### Register map, names as in the netlist, run 1

Drawn at 6 px/um. Other sequential cells in the stronger grey, the rest of the logic in the fainter grey.
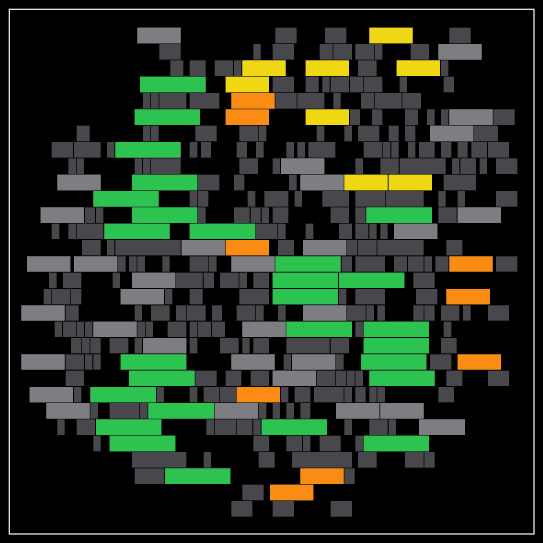
### M3 wires, run 1

Drawn at 4 px/um.
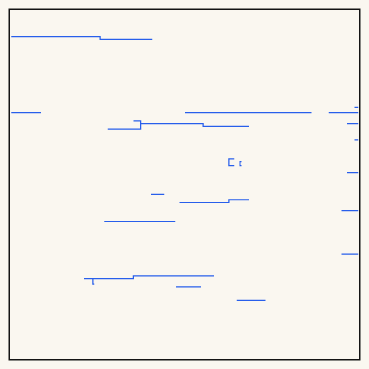
### Placement by cell class, run 1

Drawn at 3 px/um.
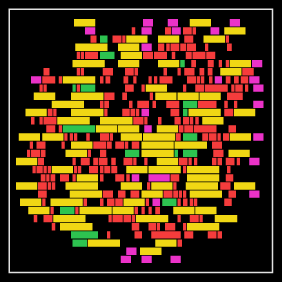
--- src/rtl/spike_dec_pkg.sv ---
// -----------------------------------------------------------------------------
// spike_dec_pkg
// Shared definitions for the spike rate decoder:
//   - default channel count and window length
//   - FSM state type for the readout sequencer (IDLE, EMIT)
// -----------------------------------------------------------------------------
package spike_dec_pkg;

    localparam int N_CH_DEF   = 3;
    localparam int WINDOW_DEF = 256;

    typedef enum logic {
        IDLE = 1'b0,   // no snapshot pending
        EMIT = 1'b1    // streaming snapshot words, one channel per handshake
    } dec_state_t;

endpackage

--- src/rtl/spike_counter.sv ---
// -----------------------------------------------------------------------------
// spike_counter
// Per-channel spike accumulator for the spike rate decoder.
//
// Configuration macro: SPIKE_DEC_EDGE_DETECT_EN
//   defined   : a spike is a rising edge (current 1, previous 0); the
//               previous-sample register updates every cycle, independent
//               of inc_en.
//   undefined : every enabled cycle with spike=1 counts; no history register.
//
// Ports:
//   clk    in   clock, rising edge
//   rst    in   synchronous active-high reset
//   inc_en in   count this cycle's spike (window advancing)
//   clear  in   window end: accumulator restarts at 0 next cycle
//   spike  in   raw spike line for this channel
//   count  out  accumulator value including this cycle's spike, so the
//               window-end snapshot sees the final cycle's contribution
// -----------------------------------------------------------------------------
module spike_counter #(
    parameter int CNT_W = 9
) (
    input  logic             clk,
    input  logic             rst,
    input  logic             inc_en,
    input  logic             clear,
    input  logic             spike,
    output logic [CNT_W-1:0] count
);

    logic             hit;
    logic [CNT_W-1:0] acc;

`ifdef SPIKE_DEC_EDGE_DETECT_EN
    logic prev;

    always_ff @(posedge clk) begin
        if (rst) begin
            prev <= 1'b0;
        end else begin
            prev <= spike;
        end
    end

    assign hit = spike & ~prev;
`else
    assign hit = spike;
`endif

    // When inc_en is low this equals acc, so the register update below
    // holds the value without a separate enable branch.
    assign count = acc + {{(CNT_W-1){1'b0}}, inc_en & hit};

    always_ff @(posedge clk) begin
        if (rst) begin
            acc <= '0;
        end else if (clear) begin
            acc <= '0;
        end else begin
            acc <= count;
        end
    end

endmodule

--- src/rtl/spike_rate_decoder.sv ---
// -----------------------------------------------------------------------------
// spike_rate_decoder
// Counts spikes per channel over a window of WINDOW enabled cycles, snapshots
// the counts at window end and streams one word per channel over a
// valid/ready port while the next window is being counted.
//
// Configuration macro: SPIKE_DEC_EDGE_DETECT_EN (edge vs level spike counting,
// implemented inside spike_counter).
//
// Handshake: a word transfers on every rising clk edge where rate_valid and
// rate_ready are both 1. While rate_valid=1 and rate_ready=0 all rate_*
// outputs hold. All outputs are registered; rate_ready only affects the
// next-state logic.
//
// Ports:
//   clk        in   clock, rising edge
//   rst        in   synchronous active-high reset
//   en         in   advance window counter and accumulators
//   spike_in   in   [N_CH] spike lines, bit i = channel i
//   rate_data  out  [CNT_W] spike count of channel rate_ch
//   rate_ch    out  [CH_W] channel index of current word
//   rate_valid out  word available
//   rate_ready in   downstream accepts word
//   rate_last  out  current word is channel N_CH-1
//   overrun    out  sticky: a window's counts were dropped (cleared by rst)
// -----------------------------------------------------------------------------
module spike_rate_decoder
    import spike_dec_pkg::*;
#(
    parameter int N_CH   = N_CH_DEF,
    parameter int WINDOW = WINDOW_DEF,
    parameter int CNT_W  = $clog2(WINDOW + 1),
    parameter int CH_W   = (N_CH > 1) ? $clog2(N_CH) : 1
) (
    input  logic             clk,
    input  logic             rst,
    input  logic             en,
    input  logic [N_CH-1:0]  spike_in,
    output logic [CNT_W-1:0] rate_data,
    output logic [CH_W-1:0]  rate_ch,
    output logic             rate_valid,
    input  logic             rate_ready,
    output logic             rate_last,
    output logic             overrun
);

    localparam int WCNT_W = $clog2(WINDOW);

    logic [WCNT_W-1:0] wcnt;
    logic              win_end;
    logic [CNT_W-1:0]  counts [N_CH];
    logic [CNT_W-1:0]  snap   [N_CH];
    dec_state_t        state;
    logic              handshake;
    logic              last_hs;
    logic              load;
    logic [CH_W-1:0]   next_ch;

    // ---------------- window counter ----------------
    assign win_end = en && (wcnt == WCNT_W'(WINDOW - 1));

    always_ff @(posedge clk) begin
        if (rst) begin
            wcnt <= '0;
        end else if (en) begin
            if (wcnt == WCNT_W'(WINDOW - 1)) begin
                wcnt <= '0;
            end else begin
                wcnt <= wcnt + WCNT_W'(1);
            end
        end
    end

    // ---------------- per-channel accumulators ----------------
    for (genvar i = 0; i < N_CH; i++) begin : g_ch
        spike_counter #(
            .CNT_W (CNT_W)
        ) u_cnt (
            .clk    (clk),
            .rst    (rst),
            .inc_en (en),
            .clear  (win_end),
            .spike  (spike_in[i]),
            .count  (counts[i])
        );
    end

    // ---------------- readout FSM ----------------
    assign handshake = rate_valid && rate_ready;
    assign last_hs   = handshake && rate_last;
    // A window end is accepted when nothing is pending, or when the final
    // word of the pending snapshot leaves on the same edge.
    assign load      = win_end && ((state == IDLE) || last_hs);
    assign next_ch   = rate_ch + CH_W'(1);

    always_ff @(posedge clk) begin
        if (rst) begin
            state      <= IDLE;
            rate_valid <= 1'b0;
            rate_last  <= 1'b0;
            rate_ch    <= '0;
            rate_data  <= '0;
            overrun    <= 1'b0;
            for (int i = 0; i < N_CH; i++) begin
                snap[i] <= '0;
            end
        end else begin
            if (load) begin
                for (int i = 0; i < N_CH; i++) begin
                    snap[i] <= counts[i];
                end
                state      <= EMIT;
                rate_valid <= 1'b1;
                rate_ch    <= '0;
                rate_data  <= counts[0];
                rate_last  <= (N_CH == 1);
            end else if (last_hs) begin
                state      <= IDLE;
                rate_valid <= 1'b0;
                rate_last  <= 1'b0;
            end else if (handshake) begin
                rate_ch    <= next_ch;
                rate_data  <= snap[next_ch];
                rate_last  <= (next_ch == CH_W'(N_CH - 1));
            end

            // Window end with a snapshot still being streamed: counts dropped.
            if (win_end && (state == EMIT) && !last_hs) begin
                overrun <= 1'b1;
            end
        end
    end

endmodule

--- config.mk ---
export PLATFORM = sky130hd
export DESIGN_NAME = spike_rate_decoder
export DESIGN_NICKNAME = d
export VERILOG_FILES = /design/src/rtl/spike_dec_pkg.sv /design/src/rtl/spike_counter.sv /design/src/rtl/spike_rate_decoder.sv
export SDC_FILE = /design/constraint.sdc
export NUM_CORES = 1
export LEC_CHECK = 0
export CORE_MARGIN = 1.5
export CORE_UTILIZATION = 45
export DETAILED_ROUTE_END_ITERATION = 10
export GPL_TIMING_DRIVEN = 0
export PLACE_DENSITY = 0.69
export REMOVE_ABC_BUFFERS = 1
export SYNTH_ARGS = -nofsm -noshare
export SYNTH_HDL_FRONTEND = slang
export SYNTH_SLANG_ARGS = --single-unit
--- constraint.sdc ---
create_clock -name clk -period 2.1 [get_ports clk]
set_input_delay 0.21 -clock clk [delete_from_list [all_inputs] [get_ports clk]]
set_output_delay 0.21 -clock clk [all_outputs]
set_load 0.01 [all_outputs]
==> commit_impl_results.txt, run 1 <==
Refresh implementation metrics

- Outcome: completed
- DRT Pass-1 Iters: 4
* Net switching power figure: 0.591 mW
* Number of sinks on the clock net: 76
* Leading area contributor after synthesis: sky130_fd_sc_hd__dfxtp_1
- The routed layout reports a DRC error count of 0.
* Hold Path Cell Cnt: 2
- Non-clock buffer total of the final layout: 26
- In the finished design, the share of the clock period the worst path needs comes to 0.951.
* Number of synthesized flops with an enable pin: 27
- Setup slack, reg-to-reg: 100 ps
- STA classifies the critical path startpoint as a register.
- The sequential cells in the finished layout cover a total of 1790 um^2.
* Worst vdd rail ir drop: just under 0.5 mV
* Final worst slack: 102 ps
- Adder-cell share of the synthesized area: 0.0314
* Internal power component: 2.21 mW
* Num sequential: 76
- The longest clock path from root to sink contains 2 buffers.
- Once synthesis finished, the tally of register bits stood at 76.
- For the pin with the worst max-slew slack, the measured transition is 885 ps.
- Proportion of power drawn by combinational gates: 0.034
- Subtracting the final worst setup slack from the clock period gives 2000 ps.
* Most frequently used flop master after synthesis: sky130_fd_sc_hd__dfxtp_1
* Combinational cell area excluding buffers and inverters: 1340 um^2
* Cell family contributing the most delay on the critical path: simple AND/OR/NAND/NOR gates
- In the Yosys stats the netlist draws on 34 distinct library cells.
* Die x size: 87.2 um
- Multi-input comb cells: approximately 210
- In this run the cell area measured after placement is between 3000 and 4000 um^2.
- In this run the count of I/O pins placed on the die edge is 21.
* Maximum number of pins on one net before global-route repair: 32
* Area fraction in mux cells: 0.0349
- The most common logic cell in the final layout is sky130_fd_sc_hd__nor2_1.
- The stage logs contain a warning count of 26.
* Clock tree from TritonCTS: done
- The repair_antennas step left the layout with diodes totalling 0.
- For the clock group, total power comes out at 1.14 mW.
* Avg Inst Size Synth: 10.2 um^2
- STA puts the critical path data arrival time at 2270 ps.
* Wire length per cell: 14.0 um
- After layout, the design draws a total of 2.80 mW.
- Count of placed standard cells in the final layout, fillers left out: 437
- Total grt overflow: 0
- Buffer cell driving the clock tree root: sky130_fd_sc_hd__clkbuf_8
- Worst setup path endpoint: rate_data[2]
- Switching share of power: 0.211
- Vertical die dimension: 87.2 um
- Vias in the first global route: 2000
* Proportion of layout cells with a drive suffix above 1: 0.0997
- The most critical hold endpoint after final layout shows a slack of 472 ps.
- Area fraction in xor and xnor cells: 0.0796
* Top library cells by usage in the layout, fill and taps aside: sky130_fd_sc_hd__nor2_1, sky130_fd_sc_hd__dfxtp_1, sky130_fd_sc_hd__edfxtp_1
- Largest combinational cell category by area: simple AND/OR/NAND/NOR gates
- The clock buffers instantiated in the layout total 12.
- The largest cell class by area is flip-flops and latches.
* DRT antenna net count: 0
* Die area: about 7600 um^2
- Counting every instance in the synthesized netlist gives 312.
- The first global-routing pass estimated 9940 um of wire.
- Count of placed standard cells including taps: just over 400
- Walking the critical path from launch to capture passes 6 cell instances.
- The power report puts the leakage power at between 1 and 1.5 nW.
- RSZ-0062 raised after global routing: yes
- Per the repair_timing log after CTS, setup buffers inserted total 6.
- In the Yosys report the total cell count is roughly 310.
- The number of gates resized after CTS was 12.
- Register area share after synthesis: 0.561
- The end-of-flow timing check tallies setup violations at 0.
- Reg2Reg Capture Point: rate_data[2]
- Clock network fraction of design power: 0.405
- Non-clock inverters in the final layout number 11.
- Top fanout value on the critical path: 10
- Flop pwr share: 0.560
- The HPWL after detailed placement is ~3600 um.
- Count of nets after finishing: 351
- Maximum capacitance violations: 0
- In this run the most critical hold path is launched from rate_data[4].
- The floorplan has 30 rows.
- Per the run report, area growth between synthesis and finish was 17.7%.
* Final hold violation count: 0
- Most common cell in the synthesized netlist: sky130_fd_sc_hd__nor2_1
* Total of buffers placed on input and output ports: 20
* List of most frequent post-synthesis cells: sky130_fd_sc_hd__nor2_1, sky130_fd_sc_hd__dfxtp_1, sky130_fd_sc_hd__edfxtp_1
- The cell area that synthesis handed to floorplanning was 3190 um^2.
* Fillers: around 610
* Critical Path Max Stage Delay: around 400 ps
* Cell type of the slowest stage on the worst timing path: sky130_fd_sc_hd__nor4_4
-- 'Register map, names as in the netlist' (at the start) --
yellow -> `wcnt`  # flops 8
green -> `snap`  # flops 27
orange -> `rate_data`  # flops 9
fraction of area in registers: 0.477
fraction of the core area covered by cells at the end of the flow: 0.550
Power Sequential: 1.57 mW

-- 'M3 wires' (at the start) --
wire length on this layer = 226 um
share of all routed wire = 3.7%
longest straight run = 31.3 um
total number of vias: 2137
Detailed Route WL: 6110 um

-- 'Placement by cell class' (at the start) --
magenta -> remaining buffers and delay cells  # cells 26, share of their area 7.0%
yellow -> sequential cells  # cells 76, share of their area 49%
green -> clock drivers and dummy loads  # cells 16, share of their area 5.6%
red -> combinational and other logic  # cells 223, share of their area 38%

## run 1: worst min path at each step
stage / to / slack [ps]
CTS: rate_data[4] / 470
detailed placement: rate_data[4] / 460
global placement: rate_data[4] / 460
finish: rate_data[4] / 470
global route: rate_data[4] / 500
floorplan: rate_data[8] / 270
## run 1: routing by layer
metal  part of all wire  global-route usage  vias up
met1               0.49               0.240      985
met3              0.037              0.0493        4
met4             0.0093              0.0693        0
li1                   -                   -     1119
met2               0.47               0.269       29
met5                  0                   0        -
## run 1: state kept, by name (all words and copies together) (netlist names)
signal,count
g_ch.u_cnt.acc,27
overrun,1
rate_ch,2
rate_data,9
rate_last,1
snap,27
state,1
wcnt,8
### Signal wires by layer, run 1

Drawn at 4 px/um. Only two layers are drawn.
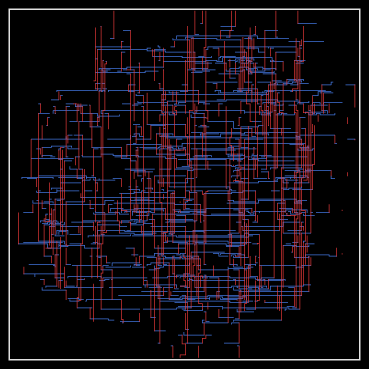

--- run 2 (diff from run 1) ---
Settings changed: CORE_UTILIZATION 45 to 52, PLACE_DENSITY 0.69 to 0.77.
Clock period 2.1 ns to 1.77 ns, I/O delays scaled along.
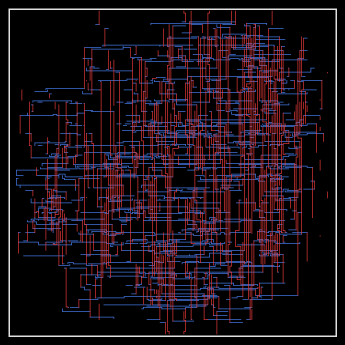
*Signal wires by layer, run 2*
Drawn at 4 px/um. Only two layers are drawn.
blue -> metal 1  # wire length 2960 um
red -> metal 2  # wire length 3610 um
wire length per cell: 16.5 um
Detailed Route WL: 7250 um

==> run 2 against run 1 <==
Against the previous run: sequential power rose by 18%; clock power rose by about 20%; setup slack lost 51 ps; largest cell class unchanged; clock-buffer cell count is 2 lower; largest power group unchanged.
==> commit_impl_results.txt, run 2 <==
Refresh implementation metrics

- The number of synthesized flops with an enable pin is 27 (unchanged).
* Latest clock arrival within the worst-skew pair: 350 ps
- On the critical path, the stage with the largest delay is an instance of sky130_fd_sc_hd__dfxtp_2.
- Most common cell after layout, fill and taps aside: sky130_fd_sc_hd__nor2_1
* Leak Pwr: 1.41 nW (+12%)
* First-pass GRT wire length: 10400 um (+4.6%)
- Global route summary, busiest routing layer listed as met2.
- Area figure in the yosys stat output: roughly 3200 um^2
- Most common cell in the synthesized netlist: sky130_fd_sc_hd__nor2_1
- The maximum root-to-sink buffer count was 2 (unchanged).
- The remaining design rule violation count came to 0 (unchanged).
* Avg Inst Size Synth: 10.2 um^2 (unchanged)
- Total routed wire length on the met1 layer: 2960 um (-0.47%)
- The distinct cell type count after synthesis was 34 (unchanged).
- Top library cells by usage in the layout, fill and taps aside: sky130_fd_sc_hd__nor2_1, sky130_fd_sc_hd__dfxtp_1, sky130_fd_sc_hd__edfxtp_1
* Area fraction in xor and xnor cells: 0.0796 (unchanged)
- The register area share after synthesis was 0.561 (unchanged).
- The share of cells above drive strength 1 is 0.215 (+0.115).
- The synthesized design spends more area on one cell type than any other, namely sky130_fd_sc_hd__dfxtp_1.
* DRT Pass-1 Iters: 4 (unchanged)
* Clock skew: 12.8 ps
* Synthesized-area fraction occupied by and/or/nand/nor cells: 0.193
- The delay contributed by the slowest stage of the critical path came to 360 ps (-40 ps).
- Crit end category: register
- Count of placed standard cells in the final layout, fillers left out: 438 (+0.23%)
- Setup TNS: 0 ps
* Worst vdd rail ir drop: 0.889 mV (+82%)
- Setup slack, reg-to-reg: 50 ps (-50 ps)
- Count of placed standard cells including taps: 392 (-5.1%)
- The met2 track demand over resource is 0.350 (+0.0804).
- Area taken by flip-flops and latches: 1820 um^2 (+1.3%)
- The fraction of power consumed by combinational cells is 0.047 (+0.013).
* Die x size: 81.3 um (-6.7%)
- Checking max transition, the worst relative margin is 0.300.
- Synthesized instance count: 312 (unchanged)
- The cell-internal power came to 2.60 mW (+18%).
- Net switching power figure: 0.745 mW (+26%)
* Async set-or-reset flop fraction in the synthesized netlist: 0
- The remaining antenna violation count after routing is 0 (unchanged).
* Worst setup path endpoint: snap[0][5]
- The number of endpoints failing setup at the final stage was 0 (unchanged).
* Switching share of power: 0.223 (+0.0118)
- Flop pwr share: 0.555 (-0.005)
- For this design, the CTS-stage hold fixing added 0 buffers.
* Top fanout value on the critical path: 6 (-4)
- Count of buffers added by post-CTS timing repair for setup: 15 (+9)
- TritonCTS Buffers: 9
- In this design, the largest share of critical-path delay is due to buffers and inverters.
- Met3 track demand over resource in global routing: 0.0393 (-0.00996)
- Adder-cell share of the synthesized area: 0.0314 (unchanged)
- Per the detail_route report, vias per standard cell equal 5.49.
- The cell area reported after detailed placement was 3410 um^2 (-0.76%).
- PnR Total Power: 3.35 mW (+19%)
- Total of buffers placed on input and output ports: 20 (unchanged)
* Resized cells post-CTS: 39 (+27)
* Final worst slack: 50.9 ps (-51.3 ps)
- The registers reported with the highest flop counts are g_ch.u_cnt.acc: 27 flops, snap: 27 flops, rate_data: 9 flops.
* Highest metal layer with signal wires: met4
- Total grt overflow: 0 (unchanged)
- Worst-margin pin slew: 1050 ps (+165 ps)
* Logic depth of the worst path, buffers included: 7 (+1)
- For reference, the top cells by count after synthesis are sky130_fd_sc_hd__nor2_1, sky130_fd_sc_hd__dfxtp_1, sky130_fd_sc_hd__edfxtp_1.
- Hold Path Cell Cnt: 3 (+1)
- The number of cells in the yosys synthesis report was 312 (unchanged).
- Post-Route Hold Slack: 358 ps (-114 ps)
- The H-tree generated during clock tree synthesis spans 3 levels.
* Buffer cell driving the clock tree root: sky130_fd_sc_hd__clkbuf_8
- OpenROAD warnings: 27 (+3.8%)
- Routed length on met3: 461 um (+100%)
* Fillers: 411 (-33%)
- The data required time reported for the critical path is between 1500 and 2000 ps.
- Looking at hold timing, the worst path starts from en.
- The flip-flop and latch count after synthesis was 76 (unchanged).
- Maximum number of pins on one net before global-route repair: 32 (unchanged)
- RSZ-0062 raised after global routing: yes
- Hold crit path type: input pin to register
- For this run, the top clock speed supported by timing is just under 600 MHz.
* Met1 global-route usage: 0.272 (+0.0325)
- The total via count in the routed design came to 2403 (+12%).
- The number of maximum-capacitance constraint violations came to 0 (unchanged).
- The share of total power in the clock network was 0.398 (-0.007).
- Outcome: completed
- The estimated wirelength of the detail-placed design was 3580 um (-1.3%).
* Startpoint kind of the worst setup timing path: register
* Largest combinational cell category by area: simple AND/OR/NAND/NOR gates
- The endpoint of the worst hold path is reported as wcnt[0].
* Starting DRT DRC Count: 229
* Count of nets after finishing: 373 (+6.3%)
- The area of the mapped netlist came to 3190 um^2 (unchanged).
* Die area: 6620 um^2 (-13%)
- Vertical die dimension: 81.3 um (-6.7%)
- Tmin final: 1720 ps (-279 ps)
- The amount of wire on met2 after detailed routing was 3610 um (+27%).
- The final tally of hold violations was 0 (unchanged).
- The number of antenna cells inserted is 0 (unchanged).
- Number of sinks on the clock net: 76 (unchanged)
- Post-synth the commonest register cell is sky130_fd_sc_hd__dfxtp_1.
- Critical path arrival: 1840 ps (-430 ps)
- The number of global-route vias before repair was 2142 (+7.1%).
- Clock tree from TritonCTS: done
- Combinational cell area excluding buffers and inverters: 1470 um^2 (+10%)
- Top-level I/O count: 21 (unchanged)
- Between the synthesized netlist and the finished layout, the area growth was recorded as 28.7%.
* Share of the cycle needed by the critical path after routing: 0.971 (+0.0199)
- Reg2Reg Capture Point: snap[0][5]
- Area fraction in mux cells: 0.0349 (unchanged)
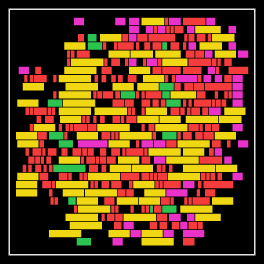
*Placement by cell class, run 2*
Drawn at 3 px/um.
green -> clock drivers and dummy loads  # cells 16, share of their area 5.0%
magenta -> remaining buffers and delay cells  # cells 46, share of their area 12%
red -> combinational and other logic  # cells 225, share of their area 38%
yellow -> sequential cells  # cells 76, share of their area 45%
fraction of area in registers: 0.442
final instance area: 4110 um^2
Std-Cell Core Area: 5920 um^2
placement row count: 28
fraction of the core area covered by cells at the end of the flow: 0.694

[run 2: cell counts after synthesis]
No cell type changed its count.
[run 2: final cells by class]
cell class	instances	area share
Sequential cell	76	0.442
Timing Repair inverter	1	0.00183
Tap cell	75	0.0228
Timing Repair Buffer	46	0.116
Multi-Input combinational cell	214	0.359
Clock inverter	6	0.0152
Clock buffer	10	0.0335
Inverter	10	0.0101
[run 2: power groups by stage]
stage / Sequential (mW) / Clock [mW] / Combinational (mW)
final: 1.86 / 1.33 / 0.158
after detailed placement: 1.91 / 0 / 0.0984
after global routing: 1.86 / 1.41 / 0.176
after CTS: 1.87 / 1.34 / 0.145
after floorplan: 1.90 / 0 / 0.0593
after global placement: 1.90 / 0 / 0.0975
Power figures rest on the tool's default switching activity, not on a simulated workload.
